===== src/rtl/mem_access_stage.sv =====
// Memory stage: performs data-memory loads and stores over a req/ack bus, stalls the
// upstream pipeline while an access is outstanding, and registers the MEM/WB result.
module mem_access_stage #(
  parameter int TIMEOUT = 16
) (
  input  logic        clk,
  input  logic        reset,
  input  logic [31:0] alu_res_in,
  input  logic [31:0] rd2_in,
  input  logic [4:0]  rd_in,
  input  logic        reg_we_in,
  input  logic        mem_we_in,
  input  logic        mem_to_reg_in,
  output logic        stall,
  output logic        dmem_req,
  output logic        dmem_we,
  output logic [31:0] dmem_addr,
  output logic [31:0] dmem_wdata,
  input  logic [31:0] dmem_rdata,
  input  logic        dmem_ack,
  output logic [31:0] wb_data_out,
  output logic [4:0]  rd_out,
  output logic        reg_we_out,
  output logic        fault
);

  localparam int CW = $clog2(TIMEOUT);
  localparam logic [CW-1:0] CNT_LAST = CW'(TIMEOUT - 1);

  typedef enum logic {S_IDLE = 1'b0, S_WAIT = 1'b1} state_t;

  state_t        r_state;
  logic [CW-1:0] r_cnt;
  logic          w_access;
  logic          w_misaligned;
  logic          w_timeout;
  logic          w_stall;

  assign w_access     = mem_we_in | mem_to_reg_in;
  assign w_misaligned = (alu_res_in[1:0] != 2'b00);
  assign w_timeout    = (r_cnt == CNT_LAST);
  assign stall        = w_stall;

  // Freeze upstream while a request is pending and not yet resolved this cycle
  always_comb begin
    w_stall = 1'b0;
    case (r_state)
      S_IDLE: begin
        if (w_access && !w_misaligned) w_stall = 1'b1;
        else                           w_stall = 1'b0;
      end
      S_WAIT: begin
        if (!dmem_ack && !w_timeout) w_stall = 1'b1;
        else                         w_stall = 1'b0;
      end
      default: w_stall = 1'b0;
    endcase
  end

  // Access FSM with registered bus and MEM/WB outputs
  always_ff @(posedge clk or negedge reset) begin
    if (!reset) begin
      r_state     <= S_IDLE;
      r_cnt       <= {CW{1'b0}};
      dmem_req    <= 1'b0;
      dmem_we     <= 1'b0;
      dmem_addr   <= 32'h0000_0000;
      dmem_wdata  <= 32'h0000_0000;
      wb_data_out <= 32'h0000_0000;
      rd_out      <= 5'd0;
      reg_we_out  <= 1'b0;
      fault       <= 1'b0;
    end else begin
      case (r_state)
        S_IDLE: begin
          r_cnt <= {CW{1'b0}};
          if (!w_access) begin
            wb_data_out <= alu_res_in;
            rd_out      <= rd_in;
            reg_we_out  <= reg_we_in;
            fault       <= 1'b0;
          end else if (w_misaligned) begin
            reg_we_out <= 1'b0;
            fault      <= 1'b1;
          end else begin
            dmem_req   <= 1'b1;
            dmem_we    <= mem_we_in;
            dmem_addr  <= {alu_res_in[31:2], 2'b00};
            dmem_wdata <= rd2_in;
            reg_we_out <= 1'b0;
            fault      <= 1'b0;
            r_state    <= S_WAIT;
          end
        end
        S_WAIT: begin
          if (dmem_ack) begin
            // dmem_we still holds the captured direction of this transaction
            dmem_req    <= 1'b0;
            wb_data_out <= dmem_we ? alu_res_in : dmem_rdata;
            rd_out      <= rd_in;
            reg_we_out  <= reg_we_in;
            fault       <= 1'b0;
            r_state     <= S_IDLE;
          end else if (w_timeout) begin
            dmem_req   <= 1'b0;
            reg_we_out <= 1'b0;
            fault      <= 1'b1;
            r_state    <= S_IDLE;
          end else begin
            r_cnt      <= r_cnt + {{(CW-1){1'b0}}, 1'b1};
            reg_we_out <= 1'b0;
            fault      <= 1'b0;
          end
        end
        default: begin
          r_state    <= S_IDLE;
          dmem_req   <= 1'b0;
          reg_we_out <= 1'b0;
          fault      <= 1'b0;
        end
      endcase
    end
  end

endmodule


===== config.mk =====
export PLATFORM = sky130hd
export DESIGN_NAME = mem_access_stage
export DESIGN_NICKNAME = d
export VERILOG_FILES = /design/src/rtl/mem_access_stage.sv
export SDC_FILE = /design/constraint.sdc
export NUM_CORES = 1
export LEC_CHECK = 0
export ABC_CLOCK_PERIOD_IN_PS = 3650
export CAP_MARGIN = 10
export CORE_ASPECT_RATIO = 1.5
export CORE_MARGIN = 10
export CORE_UTILIZATION = 44
export DETAILED_ROUTE_END_ITERATION = 6
export GPL_TIMING_DRIVEN = 0
export PLACE_DENSITY_LB_ADDON = 0.2
export SLEW_MARGIN = 5
export SYNTH_ARGS = -nofsm -noshare
export SYNTH_HDL_FRONTEND = slang
export SYNTH_SLANG_ARGS = --single-unit

===== constraint.sdc =====
create_clock -name clk -period 3.65 [get_ports clk]
set_input_delay 0.365 -clock clk [delete_from_list [all_inputs] [get_ports clk]]
set_output_delay 0.365 -clock clk [all_outputs]
set_load 0.02 [all_outputs]

==> results.yml <==
# physical design summary
status:
  status: "complete, no violations"
global_route:
  antenna_found_initial: 0
  grt.total_usage: 0.1737
layout:
  logic_gates: 159
  buffers: 229
  nonClkBufAreaFrac: 0.3225
  mostFrequentLayoutCell: "clkdlybuf4s50_1"
  comb_area_share: 0.2338
  areaGrowthSynthToFinish_pct: 56.87
synth:
  ys_sh_adder: 0.002766
  ys_seq_share: 0.5975
  avgSynthCellArea_um2: 15.87
  synthArstFlopShare: 1.000
route:
  routed_wirelength_um: 13060
  final_antenna_net_count: 0
  drt-met1-wl_um: 4633
  drt_drc_violations_left: 0
placed_design:
  io_buffers: 210
  dp_worst_setup_slack_ns: 0.8446
power:
  powerDensity_nw_per_um2: 581.3
  peakVddDrop_uv: 350.7
  combinationalPowerShare: 0.374
final_timing:
  skew_ns: 0.006104
setup_path:
  worst-path-stages: 6
  critPathBufInv: 4
cts:
  clock_latency_ns: 0.33
  cts_resized: 0
floorplan:
  taps: 117
Figure 1. Supply network.
Scale bar: 20 um. Pins as bars on the die edge. Tap cells in grey.
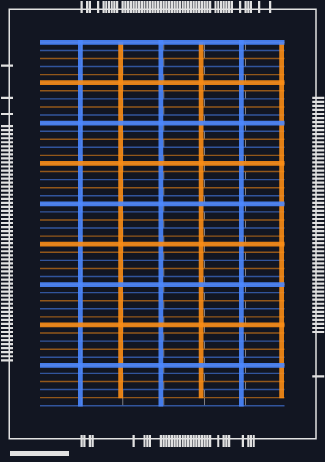
legend:
  orange:
    net: VDD
  blue:
    net: VSS
tap cells: 117
met5 straps: 9
CORE AREA: 10080 um2
DIE WIDTH: 102.8 um

Figure 2. Placed cells, one colour a class.
Scale bar: 20 um.
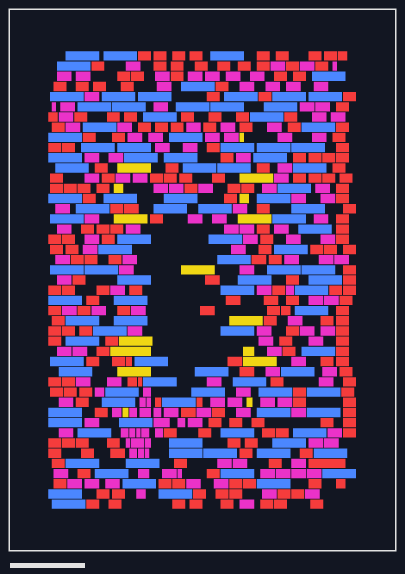
legend:
  red:
    class: other buffers and delay cells
    cells: 229
    share_of_their_area: 33%
  magenta:
    class: combinational and other logic
    cells: 160
    share_of_their_area: 24%
  blue:
    class: flops
    cells: 108
    share_of_their_area: 39%
  yellow:
    class: clock drivers and dummy loads
    cells: 16
    share_of_their_area: 4.2%

Figure 3. Clock distribution.
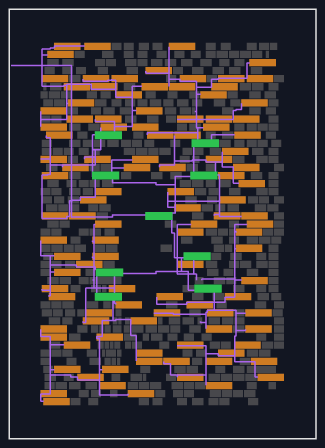
legend:
  purple:
    item: clock wires
    length: 1230 um
  orange:
    item: flip-flops
    count: 108
  green:
    item: clock drivers
    count: 9
routed clock nets: 10
flops lie: widely spread

Power and IR drop assume default switching activity.
